**Routing congestion**

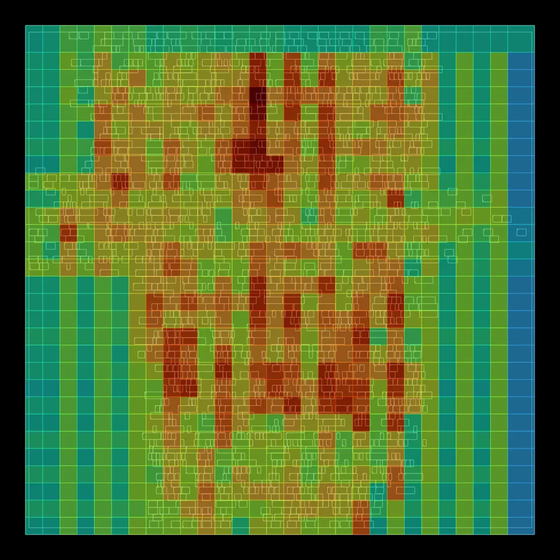
**Clock network drawn from the DEF**

Drawn at 2 px/um.
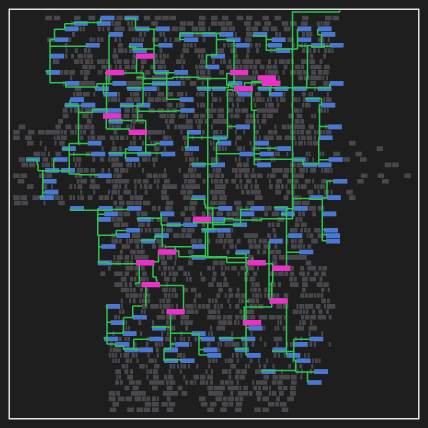
**Port wiring**

Drawn at 2 px/um.
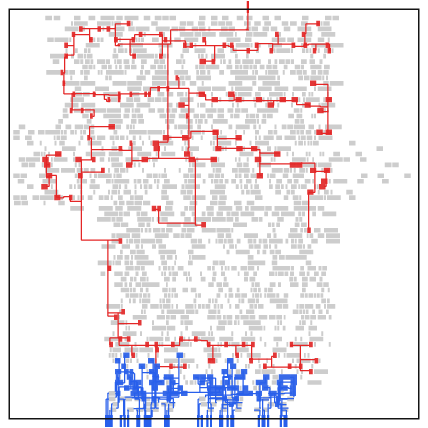
**Wiring heat map**

Drawn at 2 px/um. The die is cut into 20 by 20 equal tiles; white is low, dark blue is high, scaled to the fullest tile. Values are wire area over tile area, all layers added.
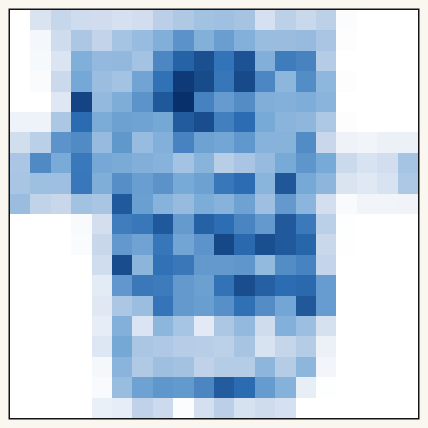
### src/rtl/div_pkg.sv
// Shared types and helpers for the sequential radix-2 divider.
// Latency: n/a (types and elaboration-time functions only).
// Backpressure: n/a.
package div_pkg;

    // Divider control states
    typedef enum logic [1:0] {
        IDLE = 2'd0,
        BUSY = 2'd1,
        DONE = 2'd2
    } div_state_e;

    // Width of the iteration counter for a given operand width
    function automatic int cnt_width(input int width);
        return $clog2(width);
    endfunction

endpackage

### src/rtl/seq_divider_if.sv
// Request/response bundle between a divider client and seq_divider.
// Latency: n/a (wiring only).
// Backpressure: in_valid/in_ready on the request side, out_valid/out_ready on the result side.
// Ports: master = client (drives operands, flush, out_ready); slave = divider.
interface seq_divider_if #(
    parameter int WIDTH = 32
);
    logic             in_valid;
    logic             in_ready;
    logic             in_signed;
    logic [WIDTH-1:0] in_x;
    logic [WIDTH-1:0] in_y;
    logic             flush;
    logic             out_valid;
    logic             out_ready;
    logic [WIDTH-1:0] out_q;
    logic [WIDTH-1:0] out_r;
    logic             out_dz;
    logic             busy;

    modport master (
        output in_valid, in_signed, in_x, in_y, flush, out_ready,
        input  in_ready, out_valid, out_q, out_r, out_dz, busy
    );

    modport slave (
        input  in_valid, in_signed, in_x, in_y, flush, out_ready,
        output in_ready, out_valid, out_q, out_r, out_dz, busy
    );
endinterface

### src/rtl/div_negate.sv
// Conditional two's-complement negate: y_o = en_i ? -a_i : a_i.
// Latency: combinational.
// Backpressure: n/a.
// Ports: en_i negate enable, a_i operand, y_o result.
module div_negate #(
    parameter int WIDTH = 32
) (
    input  logic             en_i,
    input  logic [WIDTH-1:0] a_i,
    output logic [WIDTH-1:0] y_o
);
    assign y_o = en_i ? (~a_i + WIDTH'(1)) : a_i;
endmodule

### src/rtl/seq_divider.sv
// Sequential radix-2 restoring divider, signed or unsigned, WIDTH 2..64.
// Latency: WIDTH+1 edges from acceptance to out_valid; 1 edge for a zero divisor.
// Backpressure: result held in DONE until out_ready; in_ready only in IDLE; flush aborts from any state.
// Ports: div_clk, rst (sync, active-high), dif (slave side of seq_divider_if).
module seq_divider
    import div_pkg::*;
#(
    parameter int WIDTH = 32
) (
    input  logic          div_clk,
    input  logic          rst,
    seq_divider_if.slave  dif
);
    localparam int CW = cnt_width(WIDTH);

    div_state_e         state_q, state_d;
    logic [CW-1:0]      cnt_q, cnt_d;
    logic [2*WIDTH-1:0] rem_q, rem_d;      // {partial remainder, dividend/quotient bits}
    logic [WIDTH-1:0]   ymag_q, ymag_d;
    logic               sx_q, sx_d;
    logic               sy_q, sy_d;
    logic [WIDTH-1:0]   q_q, q_d;
    logic [WIDTH-1:0]   r_q, r_d;
    logic               dz_q, dz_d;

    // Operand magnitudes computed straight from the request
    logic               sx_in, sy_in;
    logic [WIDTH-1:0]   xmag, ymag;

    assign sx_in = dif.in_signed & dif.in_x[WIDTH-1];
    assign sy_in = dif.in_signed & dif.in_y[WIDTH-1];

    div_negate #(.WIDTH(WIDTH)) u_abs_x (.en_i(sx_in), .a_i(dif.in_x), .y_o(xmag));
    div_negate #(.WIDTH(WIDTH)) u_abs_y (.en_i(sy_in), .a_i(dif.in_y), .y_o(ymag));

    // One restoring step: shift left, trial-subtract the divisor from the top half
    logic [2*WIDTH:0]   rem_sh;
    logic [WIDTH+1:0]   trial;
    logic               q_bit;
    logic [2*WIDTH-1:0] rem_step;

    assign rem_sh = {rem_q, 1'b0};
    assign trial  = {1'b0, rem_sh[2*WIDTH:WIDTH]} - {2'b00, ymag_q};
    // A successful subtraction leaves a value below the divisor, so both top bits are clear
    assign q_bit  = ~|trial[WIDTH+1:WIDTH];
    assign rem_step = q_bit ? {trial[WIDTH-1:0], rem_sh[WIDTH-1:1], 1'b1}
                            : rem_sh[2*WIDTH-1:0];

    // Sign fix-up applied to the final step's quotient and remainder
    logic [WIDTH-1:0]   quo_fix, rem_fix;

    div_negate #(.WIDTH(WIDTH)) u_fix_q (.en_i(sx_q ^ sy_q), .a_i(rem_step[WIDTH-1:0]),       .y_o(quo_fix));
    div_negate #(.WIDTH(WIDTH)) u_fix_r (.en_i(sx_q),        .a_i(rem_step[2*WIDTH-1:WIDTH]), .y_o(rem_fix));

    always_comb begin
        state_d = state_q;
        cnt_d   = cnt_q;
        rem_d   = rem_q;
        ymag_d  = ymag_q;
        sx_d    = sx_q;
        sy_d    = sy_q;
        q_d     = q_q;
        r_d     = r_q;
        dz_d    = dz_q;

        if (dif.flush) begin
            // Abort wins over acceptance and over the result being taken
            state_d = IDLE;
        end else begin
            unique case (state_q)
                IDLE: begin
                    if (dif.in_valid) begin
                        sx_d   = sx_in;
                        sy_d   = sy_in;
                        ymag_d = ymag;
                        rem_d  = {{WIDTH{1'b0}}, xmag};
                        cnt_d  = '0;
                        if (dif.in_y == '0) begin
                            state_d = DONE;
                            q_d     = '1;
                            r_d     = dif.in_x;
                            dz_d    = 1'b1;
                        end else begin
                            state_d = BUSY;
                        end
                    end
                end
                BUSY: begin
                    rem_d = rem_step;
                    cnt_d = cnt_q + CW'(1);
                    if (cnt_q == CW'(WIDTH - 1)) begin
                        state_d = DONE;
                        q_d     = quo_fix;
                        r_d     = rem_fix;
                        dz_d    = 1'b0;
                    end
                end
                DONE: begin
                    if (dif.out_ready) begin
                        state_d = IDLE;
                    end
                end
                default: state_d = IDLE;
            endcase
        end
    end

    always_ff @(posedge div_clk) begin
        if (rst) begin
            state_q <= IDLE;
            cnt_q   <= '0;
            rem_q   <= '0;
            ymag_q  <= '0;
            sx_q    <= 1'b0;
            sy_q    <= 1'b0;
            q_q     <= '0;
            r_q     <= '0;
            dz_q    <= 1'b0;
        end else begin
            state_q <= state_d;
            cnt_q   <= cnt_d;
            rem_q   <= rem_d;
            ymag_q  <= ymag_d;
            sx_q    <= sx_d;
            sy_q    <= sy_d;
            q_q     <= q_d;
            r_q     <= r_d;
            dz_q    <= dz_d;
        end
    end

    assign dif.in_ready  = (state_q == IDLE);
    assign dif.busy      = (state_q == BUSY);
    assign dif.out_valid = (state_q == DONE);
    assign dif.out_q     = q_q;
    assign dif.out_r     = r_q;
    assign dif.out_dz    = dz_q;

endmodule

### src/flat_wrapper.sv
// flat-port wrapper written by rule: the top's interface ports become plain ports
module seq_divider_flat import div_pkg::*;
#(
    parameter int WIDTH = 32
)
  (div_clk, rst, dif_in_valid, dif_in_signed, dif_in_x, dif_in_y, dif_flush, dif_out_ready, dif_in_ready, dif_out_valid, dif_out_q, dif_out_r, dif_out_dz, dif_busy);
  seq_divider_if #(.WIDTH(WIDTH)) dif_i ();
  input  logic div_clk;
  input  logic rst;
  input wire logic [$bits(dif_i.in_valid)-1:0] dif_in_valid;
  input wire logic [$bits(dif_i.in_signed)-1:0] dif_in_signed;
  input wire logic [$bits(dif_i.in_x)-1:0] dif_in_x;
  input wire logic [$bits(dif_i.in_y)-1:0] dif_in_y;
  input wire logic [$bits(dif_i.flush)-1:0] dif_flush;
  input wire logic [$bits(dif_i.out_ready)-1:0] dif_out_ready;
  output wire logic [$bits(dif_i.in_ready)-1:0] dif_in_ready;
  output wire logic [$bits(dif_i.out_valid)-1:0] dif_out_valid;
  output wire logic [$bits(dif_i.out_q)-1:0] dif_out_q;
  output wire logic [$bits(dif_i.out_r)-1:0] dif_out_r;
  output wire logic [$bits(dif_i.out_dz)-1:0] dif_out_dz;
  output wire logic [$bits(dif_i.busy)-1:0] dif_busy;
  assign dif_i.in_valid = dif_in_valid;
  assign dif_i.in_signed = dif_in_signed;
  assign dif_i.in_x = dif_in_x;
  assign dif_i.in_y = dif_in_y;
  assign dif_i.flush = dif_flush;
  assign dif_i.out_ready = dif_out_ready;
  assign dif_in_ready = dif_i.in_ready;
  assign dif_out_valid = dif_i.out_valid;
  assign dif_out_q = dif_i.out_q;
  assign dif_out_r = dif_i.out_r;
  assign dif_out_dz = dif_i.out_dz;
  assign dif_busy = dif_i.busy;
  seq_divider #(.WIDTH(WIDTH)) u_core (.div_clk(div_clk), .rst(rst), .dif(dif_i));
endmodule
### config.mk
export PLATFORM = sky130hd
export DESIGN_NAME = seq_divider_flat
export DESIGN_NICKNAME = d
export VERILOG_FILES = /design/src/rtl/div_pkg.sv /design/src/rtl/seq_divider_if.sv /design/src/rtl/div_negate.sv /design/src/rtl/seq_divider.sv /design/src/flat_wrapper.sv
export SDC_FILE = /design/constraint.sdc
export NUM_CORES = 1
export LEC_CHECK = 0
export CAP_MARGIN = 15
export CORE_UTILIZATION = 30
export CTS_CLUSTER_SIZE = 20
export DETAILED_ROUTE_END_ITERATION = 8
export SETUP_SLACK_MARGIN = 0.02
export SLEW_MARGIN = 5
export SYNTH_ARGS = -nofsm -noshare
export SYNTH_HDL_FRONTEND = slang
export SYNTH_HIERARCHICAL = 1
export SYNTH_SLANG_ARGS = --single-unit
### constraint.sdc
create_clock -name div_clk -period 12.6 [get_ports div_clk]
set_input_delay 1.89 -clock div_clk [delete_from_list [all_inputs] [get_ports div_clk]]
set_output_delay 1.89 -clock div_clk [all_outputs]
set_load 0.01 [all_outputs]
==> summary.txt <==
run results: Final Hold Viols=0, Critical Path Sink Type=register, Post-CTS Setup Inserts=0, worst r2r src=u_core/rem_q[31], vias per inst=5.46, simple share=0.264, crit path time final=5.41 ns, initial antenna violation count=0, Top logic family=simple AND/OR/NAND/NOR gates, WHS Path Cells=2, post-synthesis sequential area ratio=0.278, Cell Int Power=1.02 mW, critical path class=register to register, Crit path max-delay family=simple AND/OR/NAND/NOR gates, CTS tree=built, total power=1.49 mW, number of enable flip-flop cells=0, mux cell area share after synthesis=0.0265, FP Core Util=0.306, Ports=138, FF-to-FF End=u_core/dif.out_r[29], Flops after synth=170, Max VDD drop=104 uV, pins over their slew limit=0, average wire per cell in the routed design=17.4 um, dpl hpwl=28500 um, Clk network pwr share=0.381, Hold Crit Class=register to register, final-layout clock-cell area share=0.0425, Netlist cell types=69, Core Area=40000 sq um, TAP cells=525, NetSw=477 uW, Antenna Nets Post-Route=0, Setup WS pre-CTS=7.31 ns, starting DRC count in detailed routing=929, share of power burned in registers=0.386, Post-Syn Instances=1560, number of global-route vias before repair=11300, sw frac=0.320, Synth top cell by count=nand2_1, met1 Track Usage GR=0.234, Final Skew=0.0130 ns, critical path's most frequent cell=inv_1, # hold bufs at CTS=0, area growth from synthesis to layout=19.0%, Layout fillers=4218, Req. time, crit path=12.94 ns, Seq area share=0.234, cell count in the Yosys report=1560, Hold EP=u_core/ymag_q[11], mean post-synth cell area=7.84 sq um, largest net degree at the start of global routing=97, CP Launch Point=u_core/rem_q[31], nonclk buf count=153, Placed Cells=2125, Clk Latency, worst-skew pair=0.44 ns, Reg2Reg Setup Slack=7.19 ns, CP arrival=5.75 ns, Final setup viols=0, startpoint type of the worst setup path=register, Synth Net Count=1669, Least-Margin Pin Slew=1.11 ns, global routing usage on met2=0.301, seq_cells=170, cell taking the most area after synthesis=dfxtp_1, clock-pin slew on the worst setup and hold paths=0.07 ns, logic share of the area=0.563, RSZ-0062 raised after global routing=false, async set-reset flop share out of synthesis=0, Synth top area share=0.278, dominant logic cell type in the layout=nand2_1, Die H=204 um, crit share post-route=0.429, most frequent cells after synthesis=nand2_1 (242), dfxtp_1 (170), nor2_1 (135), xnor2_1 (135), most common logic cells in the final layout=nand2_1 (241), dfxtp_1 (170), clkdlybuf4s50_1 (136), diode count=0, worst hold margin=0.456 ns, Max Clock Freq=0.185 GHz, Max Cap Violations=0, DR vias=11800, main flop type=dfxtp_1, Port Buffer Count=137, Ys Warns=6, clk sinks=170, CP cell instances=inv_1 -> ha_1 -> inv_1 -> fa_1 -> a211oi_2 -> o211ai_1 -> a22o_1 -> a221o_1 -> or3_1 -> and2_1 -> nand2_8 -> mux2_1 -> nor3_1 -> nand3_1 -> o31ai_1 -> xnor2_1 -> nand2_1 -> a311oi_1, layout cells sized above 1=0.0618, power per standard cell area=103 nW/um^2, global placer's final weighted congestion=0.886, drt total wl=37600 um, xor+xnor area frac=0.109, number of cells on the critical path=18, dominant class by area=combinational gates, Max clock buf depth=2, CTS H-tree lvls=4, Final TNS setup=0 ns, yosys aoi share=0.228, Top Layer Used=met4, TritonCTS buffer count=17, wl on met1=17400 um, Top reg by flops=u_core/rem_q, beginning of the worst hold path=u_core/ymag_q[11], CLK BUF=18, Yosys Chip Area=12200 sq um, cts repair resizes=0, highest-delay cell along the critical path=nor3_1, path depth of the worst reg2reg path=18, max reg flops=64, Gate power share=0.233, GR Overflow Total=0, Nets=1730, CTS root buffer=clkbuf_16, tool warnings=26, routed wl met3=1420 um, die area=41600 sq um, Slew Limit Headroom=0.259, synthesized area=12200 sq um, met2 WL=17700 um, first-pass GRT wire length=60300 um, Detailed Routing Iterations Pass 1=7, Layout Cells excl Fill=2158, #MultiIn Comb=1229, # rows=73, top cells, area=dfxtp_1 (28%), xnor2_1 (9.7%), nand2_1 (7.4%), inverters=50, non-clk buf share=0.103, leakage power=5.21 nW, adder share=0.0405, crit path to=u_core/dif.out_r[29], Die Wd=204 um, status=completed, slowest stage delay, CP=0.60 ns
Back to the opening pictures, 'routing congestion':
GR Util met3: 0.0228
GR Util All Layers: 0.181
Core Util, Final: 0.364
gr busiest metal: met2

Back to the opening pictures, 'clock network drawn from the DEF':
clock-net drivers -> magenta  # count 17
clock wires -> green  # length 2490 um
flip-flops -> blue  # count 170
routed clock nets = 18

Back to the opening pictures, 'port wiring':
dif_in_y -> blue  # direction input, edge bottom, end cells 76, buffers 32, wire 1110 um
rst -> red  # direction input, edge top, end cells 142, buffers 2, wire 1470 um

Back to the opening pictures, 'wiring heat map':
tiles over half the peak = 29%
mean over tiles = 0.14
nearly empty tiles = 28%

[worst register-to-register path: cells and delay by family (launching register included)]
family	cells	cell delay (ns)
AND-OR/OR-AND	6	1.67
XOR/XNOR	1	0.17
adder cells (fa/ha/maj)	2	0.57
buffers and inverters	2	0.11
flip-flops	1	0.34
multiplexers	1	0.44
AND/OR/NAND/NOR	6	2.00
[power groups by stage]
stage	logic, mW	clock network, mW	registers (mW)
4_1_cts	0.344	0.583	0.576
3_3_place_gp	0.341	0	0.588
2_1_floorplan	0.231	0	0.585
3_5_place_dp	0.342	0	0.589
6_report	0.347	0.570	0.576
5_1_grt	0.380	0.607	0.579
[metrics by stage]
stage / utilization / cell area [sq um]
floorplan: - / 12200
global placement: 0.348 / 13900
detailed placement: 0.348 / 13900
CTS: 0.363 / 14500
global route: 0.364 / 14600
finish: 0.364 / 14600
Power and IR drop assume default switching activity.
